### src/rtl/gbus_pkg.sv
// Shared types and limits for the ghostbus host bridge.
package gbus_pkg;

    localparam int unsigned RD_LAT_MIN = 1;
    localparam int unsigned RD_LAT_MAX = 7;
    localparam int unsigned CNT_W      = 3;

    typedef enum logic [1:0] {
        StIdle,
        StWr,
        StRd,
        StResp
    } state_e;

endpackage

### src/rtl/gbus_host_bridge.sv
// Host command/response to ghostbus bridge: one outstanding command, all outputs registered.
module gbus_host_bridge
    import gbus_pkg::*;
#(
    parameter int unsigned AW     = 24,
    parameter int unsigned DW     = 32,
    parameter int unsigned RD_LAT = 2
) (
    input  logic          clk,
    input  logic          rst,
    input  logic          cmd_valid,
    output logic          cmd_ready,
    input  logic          cmd_we,
    input  logic [AW-1:0] cmd_addr,
    input  logic [DW-1:0] cmd_wdata,
    output logic          rsp_valid,
    input  logic          rsp_ready,
    output logic [DW-1:0] rsp_rdata,
    output logic [AW-1:0] bus_addr,
    output logic [DW-1:0] bus_din,
    input  logic [DW-1:0] bus_dout,
    output logic          bus_we,
    output logic          busy
);

    if (RD_LAT < RD_LAT_MIN || RD_LAT > RD_LAT_MAX) begin : g_bad_rd_lat
        $error("gbus_host_bridge: RD_LAT must be within 1..7");
    end

    localparam logic [CNT_W-1:0] LAT_CNT = CNT_W'(RD_LAT);

    state_e           state_q, state_d;
    logic [CNT_W-1:0] cnt_q, cnt_d;
    logic             cmd_ready_d, rsp_valid_d, bus_we_d, busy_d;
    logic [AW-1:0]    bus_addr_d;
    logic [DW-1:0]    bus_din_d, rsp_rdata_d;

    always_comb begin
        state_d     = state_q;
        cnt_d       = cnt_q;
        cmd_ready_d = 1'b0;
        rsp_valid_d = rsp_valid;
        bus_we_d    = 1'b0;
        bus_addr_d  = bus_addr;
        bus_din_d   = bus_din;
        rsp_rdata_d = rsp_rdata;
        unique case (state_q)
            StIdle: begin
                cmd_ready_d = 1'b1;
                if (cmd_valid && cmd_ready) begin
                    cmd_ready_d = 1'b0;
                    bus_addr_d  = cmd_addr;
                    bus_din_d   = cmd_wdata;
                    if (cmd_we) begin
                        state_d  = StWr;
                        bus_we_d = 1'b1;
                    end else begin
                        state_d = StRd;
                        cnt_d   = CNT_W'(1);
                    end
                end
            end
            StWr: begin
                state_d     = StIdle;
                cmd_ready_d = 1'b1;
            end
            StRd: begin
                // cnt_q equals the number of cycles bus_addr has been driven.
                if (cnt_q == LAT_CNT) begin
                    state_d     = StResp;
                    rsp_valid_d = 1'b1;
                    rsp_rdata_d = bus_dout;
                    cnt_d       = '0;
                end else begin
                    cnt_d = cnt_q + 1'b1;
                end
            end
            StResp: begin
                if (rsp_ready) begin
                    state_d     = StIdle;
                    rsp_valid_d = 1'b0;
                    cmd_ready_d = 1'b1;
                end
            end
            default: state_d = StIdle;
        endcase
        busy_d = (state_d != StIdle);
    end

    always_ff @(posedge clk) begin
        if (rst) begin
            state_q   <= StIdle;
            cnt_q     <= '0;
            cmd_ready <= 1'b0;
            rsp_valid <= 1'b0;
            bus_we    <= 1'b0;
            busy      <= 1'b0;
            bus_addr  <= '0;
            bus_din   <= '0;
            rsp_rdata <= '0;
        end else begin
            state_q   <= state_d;
            cnt_q     <= cnt_d;
            cmd_ready <= cmd_ready_d;
            rsp_valid <= rsp_valid_d;
            bus_we    <= bus_we_d;
            busy      <= busy_d;
            bus_addr  <= bus_addr_d;
            bus_din   <= bus_din_d;
            rsp_rdata <= rsp_rdata_d;
        end
    end

endmodule

### config.mk
export PLATFORM = sky130hd
export DESIGN_NAME = gbus_host_bridge
export DESIGN_NICKNAME = d
export VERILOG_FILES = /design/src/rtl/gbus_pkg.sv /design/src/rtl/gbus_host_bridge.sv
export SDC_FILE = /design/constraint.sdc
export NUM_CORES = 1
export LEC_CHECK = 0
export CAP_MARGIN = 20
export CORE_UTILIZATION = 43
export CTS_CLUSTER_DIAMETER = 80
export DETAILED_ROUTE_END_ITERATION = 10
export PLACE_DENSITY = 0.86
export SLEW_MARGIN = 30
export SYNTH_ARGS = -nofsm -noshare
export SYNTH_HDL_FRONTEND = slang
export SYNTH_SLANG_ARGS = --single-unit
### constraint.sdc
create_clock -name clk -period 2.6 [get_ports clk]
set_clock_uncertainty 0.2 [all_clocks]
set_input_delay 0.52 -clock clk [delete_from_list [all_inputs] [get_ports clk]]
set_output_delay 0.52 -clock clk [all_outputs]
set_load 0.02 [all_outputs]
run_1/placed.png
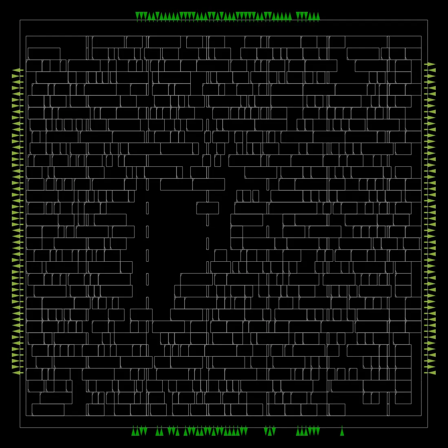
Finished Layout Cells: 708
Core Area: 7890 µm²
row cnt: 32

run_1/m3.png
Scale bar: 20 µm.
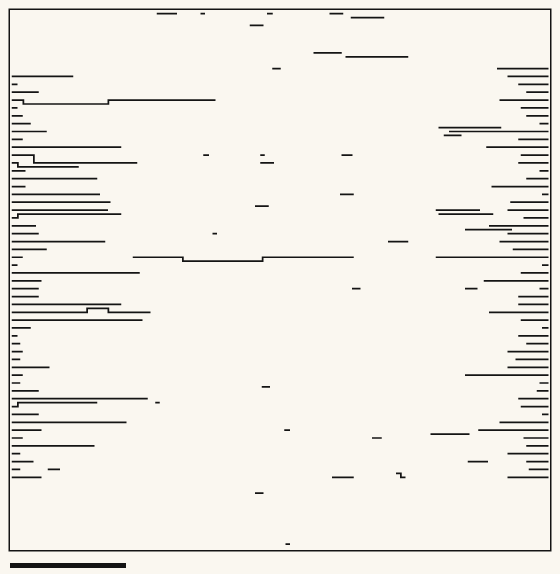
longest straight run: 23.2 µm
share of all routed wire: 9.1%
wire length on this layer: 907 µm
Vias: 3617
met3 usage: 6.26%

run_1/gates.png
Scale bar: 20 µm.
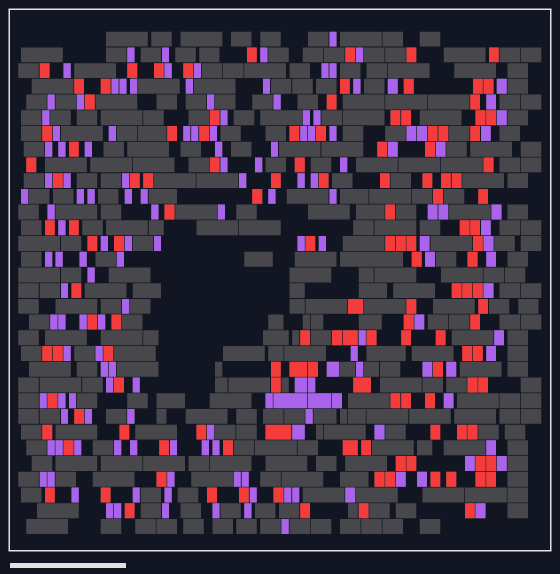
[red] aoi and oai cells | cells: 132 | most used: a21oi_1 | where: spread over the die
[purple] nand cells | cells: 155 | most used: nand2_1 | where: spread over the die

==> notes.md, run 1 <==
yosys + openroad results -> largest net degree at the start of global routing 40, post-synthesis register bit count 97, worst slew pin tran 767 ps, comb. cell area 1450 µm², Placed Cells incl. Taps 693, register area share after synthesis 54.0%, initial antenna violation count 0, post-CTS setup buffers 0, registers 97, CP max FO 5, post-synthesis chip area from yosys 3600 µm², htree depth 3, Die ar. 8730 µm², share of post-route cells with drive strength above 1 5.12%, Remaining DRCs 0, CP endpoint kind output pin, clock-cell share of area 3.28%, endpoints failing setup 0, Crit path required time 1880 ps, Hold Vio Cnt, Final 0, combinational fraction of the cell area 25.6%, hold_sp bus_addr[10], PortBufs 184, Post-Syn Nets 532, routed len/inst 14.1 µm, Nets 695, sequential cell area share 34.4%, reg2reg start state_q[1], vias in the first global route 3525, Signal buffers 193, Crit path max-delay family buffers and inverters, initial drt markers 154, number of standard cells reported by yosys 439, f_max 467 MHz, Non-clock buffer share 34.4%, Worst Path Buf+Inv 1, routed wire length 9960 µm, CTS buffer count 9, leakage dissipation 1.90 nW, critical setup path kind reg2out, WHS Endpoint bus_addr[10], crit path max-delay cell type clkdlybuf4s50_1, status complete, no violations, hold path depth 2, Init Core Util 45.6%, Syn-to-layout area delta 56.9%, Die Ht 93.4 µm, min-delay worst type reg2reg, tool warning count 26, final period utilization 82.3%, CTS resizes 0, Clock buffer cells 10, Clock Sinks 97, Final ANT Viol Nets 0, GRT Residual Overflow 0, RSZ-0062 raised after global routing no, GPL Wtd Cong 0.737, placed cell areas 5460 µm², slowest cell delay on critical path 650 ps, final antenna diode count 0, chip width 93.4 µm, Late-Pin Clk Latency 350 ps, synthesized area per cell 8.19 µm², final setup TNS 0 ps, Crit path arrival time 1420 ps, Max VDD drop 0.332 mV, multi-input gate count 301, post-DR vias/cell 5.11, hpwl dp 7050 µm, crit path cell chain clkdlybuf4s50_1, Tot GR Track Use 22.7%, clock slew at reported path FFs 80 ps, num ports 185, Mapped Area 3600 µm², Gate Count Post-Synth 439
run 1: power by group:
part | switching, mW | total (mW) | internal [mW]
clock | 0.497 | 0.936 | 0.438
sequential | 0.0314 | 1.57 | 1.53
combinational | 0.215 | 0.466 | 0.251
run 1: per-layer routing:
metal  vias up  routed length, µm  GRT usage, %  part of all wire, %
met5         -                  0             0                    0
met4         0                256          9.74                  2.6
li1       1793                  -             -                    -
met2       159               4940          40.9                   50
met1      1643               3860          25.0                   39
met3        22                907          6.26                  9.1
run 1: synth_stat cells, drive strengths merged:
| master | count | area [µm²] |
|---|---|---|
| mux2i | 1 | 10.0 |
| nor2b | 3 | 18.8 |
| a21o | 1 | 7.51 |
| a211oi | 1 | 7.51 |
| and4bb | 1 | 12.5 |
| nor3b | 1 | 18.8 |
| o22ai | 1 | 12.5 |
| a21oi | 92 | 460 |
| clkbuf | 18 | 72.6 |
| a22oi | 1 | 7.51 |
| o211ai | 1 | 7.51 |
| or3b | 1 | 11.3 |
| a2bb2oi | 1 | 8.76 |
| nand2 | 117 | 439 |
| o21ai | 34 | 170 |
| nand3 | 33 | 165 |
| nand4bb | 2 | 22.5 |
| mux2 | 1 | 11.3 |
| nand2b | 3 | 18.8 |
| a221oi | 1 | 8.76 |
| dfxtp | 97 | 1940 |
| nor2 | 5 | 18.8 |
| buf | 23 | 144 |
run 1: how the worst max path moves through the flow:
| stage | from | to | slack [ps] | cells past startpoint |
|---|---|---|---|---|
| 2_1_floorplan | rst | bus_addr[0] | 980 | 4 |
| 3_3_place_gp | cmd_valid | state_q[0] | 470 | 5 |
| 3_5_place_dp | cmd_valid | state_q[0] | 440 | 5 |
| 4_1_cts | cmd_ready | cmd_ready | 440 | 1 |
| 5_1_grt | cmd_ready | cmd_ready | 430 | 1 |
| 6_report | cmd_ready | cmd_ready | 460 | 1 |
run 1: through the flow:
stage	hold WS (ps)	total power, mW	util [%]	setup WS, ps
after floorplan	314	1.80	-	976
final	254	2.97	71.5	460
after global placement	241	2.06	69.2	468
after global routing	281	3.09	71.5	430
after detailed placement	247	2.07	69.2	444
after CTS	259	3.00	71.5	441
run 1: cells in the final DEF, fill, tap and decap left out, types with 2 or more instances in the layout:
master | synthesis | routed
buf_12 | 0 | 3
clkdlybuf4s50_1 | 0 | 183
a21oi_1 | 92 | 92
buf_4 | 4 | 6
clkinvlp_4 | 0 | 3
o21ai_1 | 5 | 5
nand3_1 | 33 | 33
nand2_1 | 117 | 117
o21ai_0 | 29 | 29
clkbuf_8 | 0 | 9
nand2b_1 | 3 | 3
dfxtp_1 | 97 | 97
nor2b_1 | 3 | 2
nor2_1 | 5 | 5
run 1: cell families (layout without fill, tap and decap cells):
| family | count (synthesis) | in the layout | synth area share, % |
|---|---|---|---|
| AOI/OAI and AO/OA | 133 | 133 | 19.2 |
| buffers and inverters | 41 | 208 | 6.02 |
| DFF | 97 | 97 | 54.0 |
| muxes | 2 | 2 | 0.591 |
| and+or+nand+nor | 166 | 166 | 20.2 |
run 1: registers in the layout, indices dropped and copies added, names as in the netlist:
register and cells:
bus_din 32, rsp_rdata 32, bus_addr 24, cnt_q 3
state_q 2, bus_we 1, busy 1, cmd_ready 1
rsp_valid 1
run_1/port_trees.png
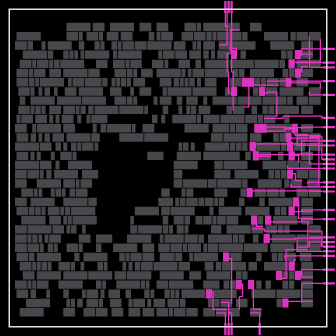

==> inputs of run 2 (changes only) <==
--- a/config.mk
+++ b/config.mk
@@ -6,10 +6,10 @@
 export NUM_CORES = 1
 export LEC_CHECK = 0
 export CAP_MARGIN = 20
-export CORE_UTILIZATION = 43
+export CORE_UTILIZATION = 36
 export CTS_CLUSTER_DIAMETER = 80
 export DETAILED_ROUTE_END_ITERATION = 10
-export PLACE_DENSITY = 0.86
+export PLACE_DENSITY = 0.77
 export SLEW_MARGIN = 30
 export SYNTH_ARGS = -nofsm -noshare
 export SYNTH_HDL_FRONTEND = slang
==> constraint.sdc (replaced) <==
create_clock -name clk -period 1.8 [get_ports clk]
set_clock_uncertainty 0.2 [all_clocks]
set_input_delay 0.36 -clock clk [delete_from_list [all_inputs] [get_ports clk]]
set_output_delay 0.36 -clock clk [all_outputs]
set_load 0.02 [all_outputs]
run_2/port_trees.png
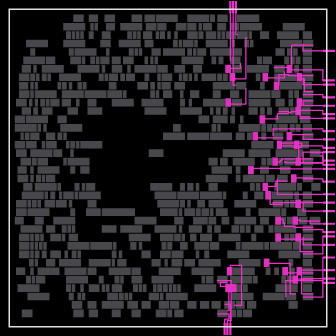
[magenta] bus_dout | direction: input | edge: 26 east, 3 north, 3 south | end cells: 32 | buffers: 32 | wire: 715 µm
PortBufs: 184
num ports: 185

==> notes.md, run 2 <==
yosys + openroad results -> largest area contributor in the netlist dfxtp_1, Mapped Area 3600 µm², largest net degree at the start of global routing 55, Hold Vio Cnt, Final 0, tool warning count 26, post-synthesis chip area from yosys 3600 µm², Syn-to-layout area delta 57.5%, Die ar. 10400 µm², Die Ht 102 µm, row cnt 36, hold_sp rst, Layout Utilization 58.2%, synth cell count leaders nand2_1 (117), dfxtp_1 (97), a21oi_1 (92), leakage dissipation 2.37 nW, post-CTS setup buffers 0, Seq pwr share 51.5%, post-synthesis register bit count 97, final period utilization 94.6%, crit path from cmd_ready, sw frac 26.0%, crit path max-delay cell type dfxtp_1, main flop type dfxtp_1, Post-Syn Nets 532, critical setup path kind reg2out, Switch Pwr 1.14 mW, Post-synth EDFFs 0, Max VDD drop 0.452 mV, Init Core Util 37.0%, Vias 3631, Worst Path Buf+Inv 1, initial antenna violation count 0, biggest registers after layout bus_din x32, rsp_rdata x32, bus_addr x24, status complete, no violations, routed wire length 10100 µm, number of standard cells reported by yosys 439, vias in the first global route 3411, Core Area 9730 µm², Top cells by area dfxtp_1 (54%), a21oi_1 (13%), nand2_1 (12%), chip width 102 µm, share of post-route cells with drive strength above 1 5.90%, synthesized area per cell 8.19 µm², hpwl dp 7140 µm, RSZ-0062 raised after global routing no, GRT Residual Overflow 0, initial drt markers 115, logic gate share of total power 14.8%, Remaining DRCs 0, Crit path arrival time 1140 ps, Crit path max-delay family flip-flops, clock share of power 33.8%, Late-Pin Clk Latency 350 ps, Nets 698, register area share after synthesis 54.0%, comb. cell area 1450 µm², f_max 587 MHz, Tot GR Track Use 19.6%, htree depth 3, Post-synth ARST share 0%, Crit path required time 1240 ps, routed len/inst 13.6 µm, endpoints failing setup 0, min-delay worst type in2reg, Final ANT Viol Nets 0, Gate Count Post-Synth 439, post-DR vias/cell 4.89
run_2/util_map.png
10 x 10 tiles, from black (low) to pale yellow (high), 0 to 100% covered.
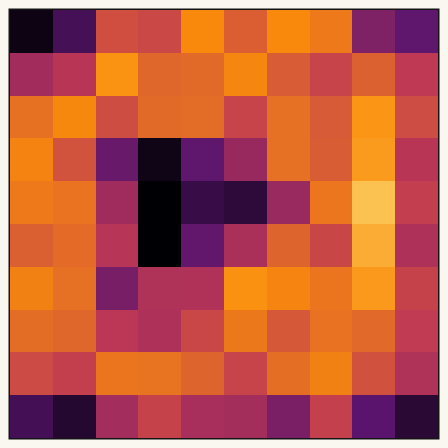
nearly empty tiles: 2.0%
tiles over 75% full: 7.0%
emptiest ninth of the die: center
fullest tile: 87%
mean over tiles: 53%

## run 2: cell types whose count changed in the layout (fill, tap and decap cells not counted)
cell,delta
clkinvlp_4,-1
dlygate4sd2_1,+92
clkbuf_8,+1
clkdlybuf4s50_1,-92
buf_12,+4
inv_6,+3
clkbuf_1,-1
clkinv_2,-1
buf_2,-1
## run 2: path summary, 6_finish.rpt
path / endpoint / cells past startpoint
setup / recovery: cmd_ready / 1
hold / removal: rsp_rdata[7] / 2
setup reg to reg: rsp_rdata[13] / 4
hold reg to reg: bus_din[15] / 2
## run 2: layer usage
layer | GRT usage, % | up-vias | wire length [µm]
met1 | 22.0 | 1682 | 4090
met3 | 7.39 | 15 | 949
met4 | 7.80 | 0 | 170
li1 | - | 1802 | -
met5 | 0 | - | 0
met2 | 33.7 | 132 | 4910
## run 2: logic make-up (layout without fill, tap and decap cells)
| family | Yosys count | in the layout | share of synthesized area (%) |
|---|---|---|---|
| muxes | 2 | 2 | 0.591 |
| AOI/OAI and AO/OA | 133 | 133 | 19.2 |
| buffers and inverters | 41 | 212 | 6.02 |
| and+or+nand+nor | 166 | 166 | 20.2 |
| DFF | 97 | 97 | 54.0 |
## run 2: repair_timing
action                     in CTS  in global routing
resized                        92                  0
setup endpoints to repair      92                  0
hold buffers                    0                  0
## run 2: through the flow
step,setup WS (ps),hold WS [ps],area (µm²),std cells,power [mW]
6_report,97.4,97.1,5660,743,4.39
5_1_grt,12.7,106,5660,743,4.59
4_1_cts,66.9,84.3,5660,743,4.45
3_5_place_dp,-140,247,5570,727,3.01
3_3_place_gp,-94.5,241,5570,727,2.99
2_1_floorplan,271,296,3600,439,2.60
## run 2: power by group through the flow
stage | clock, mW | sequential, mW | combinational, mW
after CTS | 1.53 | 2.26 | 0.655
after global placement | 0 | 2.31 | 0.689
final | 1.48 | 2.26 | 0.649
after floorplan | 0 | 2.38 | 0.220
after detailed placement | 0 | 2.31 | 0.697
after global routing | 1.63 | 2.27 | 0.701
## run 2: worst register-to-register path, cell delays in order (launching register included)
cell and delay (ps):
dfxtp_1 520, nor2b_2 440, buf_12 220, nand3_1 130, a21oi_1 140
## run 2: cell type report
type | instances | area share, %
clock buffer | 10 | 2.43
clock inverter | 6 | 1.26
multi-input combinational | 301 | 25.5
tap | 133 | 2.94
timing repair buffer | 196 | 33.6
sequential | 97 | 34.3
run_2/m3.png
Scale bar: 20 µm.
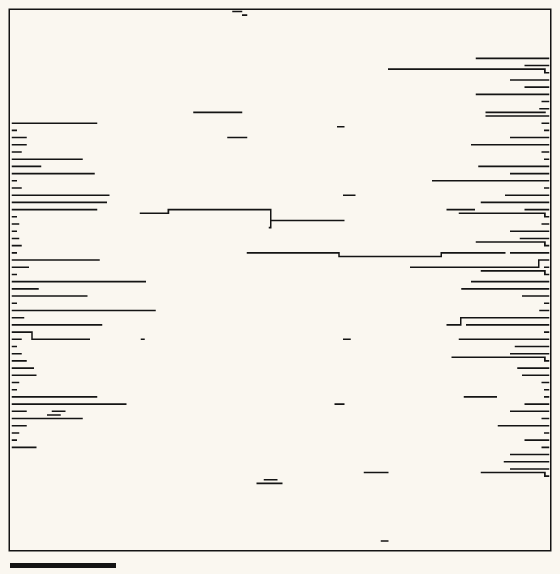

==> inputs of run 3 (changes only) <==
--- a/config.mk
+++ b/config.mk
@@ -5,11 +5,14 @@
 export SDC_FILE = /design/constraint.sdc
 export NUM_CORES = 1
 export LEC_CHECK = 0
+export ABC_AREA = 0
 export CAP_MARGIN = 20
 export CORE_UTILIZATION = 36
 export CTS_CLUSTER_DIAMETER = 80
 export DETAILED_ROUTE_END_ITERATION = 10
+export GPL_ROUTABILITY_DRIVEN = 0
 export PLACE_DENSITY = 0.77
+export SETUP_SLACK_MARGIN = 0.05
 export SLEW_MARGIN = 30
 export SYNTH_ARGS = -nofsm -noshare
 export SYNTH_HDL_FRONTEND = slang
run_3/m3.png
Scale bar: 20 µm.
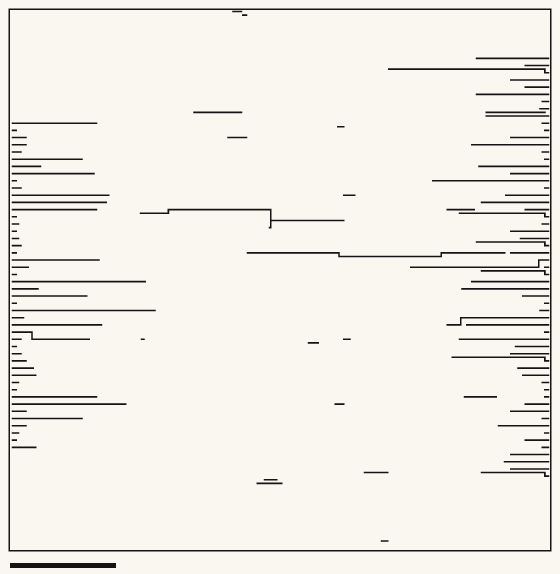
longest straight run: 29.4 µm
share of all routed wire: 9.4%
nets with wire on the layer: 114
main direction: horizontal
wire length on this layer: 947 µm

==> notes.md, run 3 <==
yosys + openroad results -> post-synthesis chip area from yosys 3600 µm², Worst Path Buf+Inv 1, RSZ-0062 raised after global routing no, number of standard cells reported by yosys 439, Dominant comb cell simple AND/OR/NAND/NOR gates, slowest cell delay on critical path 420 ps, post-DR vias/cell 4.88, final setup margin 120 ps, min-delay worst type in2reg, critical setup path kind reg2out, share of post-route cells with drive strength above 1 5.90%, Remaining DRCs 0, Overall Power 4.39 mW, post-synthesis register bit count 97, simple share 20.2%, register area share after synthesis 54.0%, final antenna diode count 0, status complete, no violations, num ports 185, Post-synth ARST share 0%, Mapped Area 3600 µm², Top cells by area dfxtp_1 (54%), a21oi_1 (13%), nand2_1 (12%), Gate Count Post-Synth 439, GRT Residual Overflow 0, vias in the first global route 3411, Crit path required time 1240 ps, CTS resizes 92, main flop type dfxtp_1, area fraction in mux cells 0.592%, CTS buffer count 9, row cnt 36, Die ar. 10400 µm², biggest registers after layout bus_din x32, rsp_rdata x32, bus_addr x24, chip width 102 µm, Post-synth EDFFs 0, cts-stage hold buffer count 0, Vias 3629, Layout Cell Area excl Fill 5670 µm², initial antenna violation count 0, most common cell in the netlist nand2_1, endpoints failing setup 0, hpwl dp 7140 µm, leakage dissipation 2.36 nW, most numerous logic cell after layout nand2_1, comb. cell area 1450 µm², area fraction in compound gates 19.2%, tool warning count 26, Post-Syn Nets 532, largest area contributor in the netlist dfxtp_1, Clock Sinks 97, synth cell count leaders nand2_1 (117), dfxtp_1 (97), a21oi_1 (92), Core Area 9730 µm², final period utilization 93.3%, Syn-to-layout area delta 57.7%, Crit path arrival time 1120 ps, routed wire length 10100 µm, initial drt markers 112, Place WS -140 ps, Area leader share 54.0%, placed cell areas 5570 µm², worst slew pin tran 364 ps, CP endpoint kind output pin, Max VDD drop 0.452 mV, crit path max-delay cell type dfxtp_1, htree depth 3, routed len/inst 13.6 µm, crit path cell chain clkdlybuf4s15_1, largest net degree at the start of global routing 55
run_3/port_trees.png
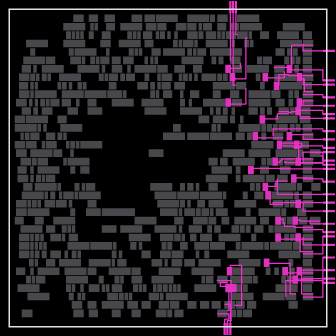
[magenta] bus_dout | direction: input | edge: 26 east, 3 north, 3 south | end cells: 32 | buffers: 32 | wire: 715 µm

==> run 3: cell counts after synthesis <==
No cell type changed its count.
==> run 3: kinds of logic (layout without fill, tap and decap cells) <==
kind of cell,after synthesis,in the layout
AND/OR/NAND/NOR,166,166
AND-OR/OR-AND,133,133
flip-flops,97,97
buffers and inverters,41,212
multiplexers,2,2
==> run 3: layout make-up <==
cell class,count,area share [%]
Multi-Input combinational cell,301,25.6
Timing Repair Buffer,196,33.6
Clock inverter,6,1.26
Sequential cell,97,34.2
Tap cell,133,2.93
Clock buffer,10,2.43
==> run 3: metal layers <==
layer | vias to the layer above | part of all wire [%] | GRT usage [%]
met5 | - | 0 | 0
met4 | 0 | 1.7 | 7.80
met3 | 15 | 9.4 | 7.39
met2 | 130 | 48 | 33.7
met1 | 1682 | 40 | 22.0
li1 | 1802 | - | -
==> run 3: stage by stage <==
step / cells / util, % / hold WS [ps] / TNS, ps
2_1_floorplan: 439 / - / 296 / 0
3_3_place_gp: 727 / 57.3 / 241 / -4070
3_5_place_dp: 727 / 57.3 / 247 / -5980
4_1_cts: 743 / 58.2 / 84.3 / 0
5_1_grt: 743 / 58.3 / 106 / 0
6_report: 743 / 58.3 / 98.5 / 0
==> run 3: final timing paths <==
check | startpoint | to | slack [ps] | cells after the start
setup / recovery | cmd_ready | cmd_ready | 120 | 1
hold / removal | rst | rsp_rdata[7] | 100 | 2
setup reg to reg | cnt_q[2] | state_q[0] | 150 | 3
hold reg to reg | bus_din[15] | bus_din[15] | 250 | 2
==> run 3: power by group <==
part	total (mW)	internal [mW]	leakage, nW	switching, mW
logic	0.650	0.334	1.48	0.316
clock network	1.48	0.696	0.0999	0.784
registers	2.26	2.22	0.787	0.0413
total	4.39	3.25	2.36	1.14
Power and IR drop assume default switching activity.
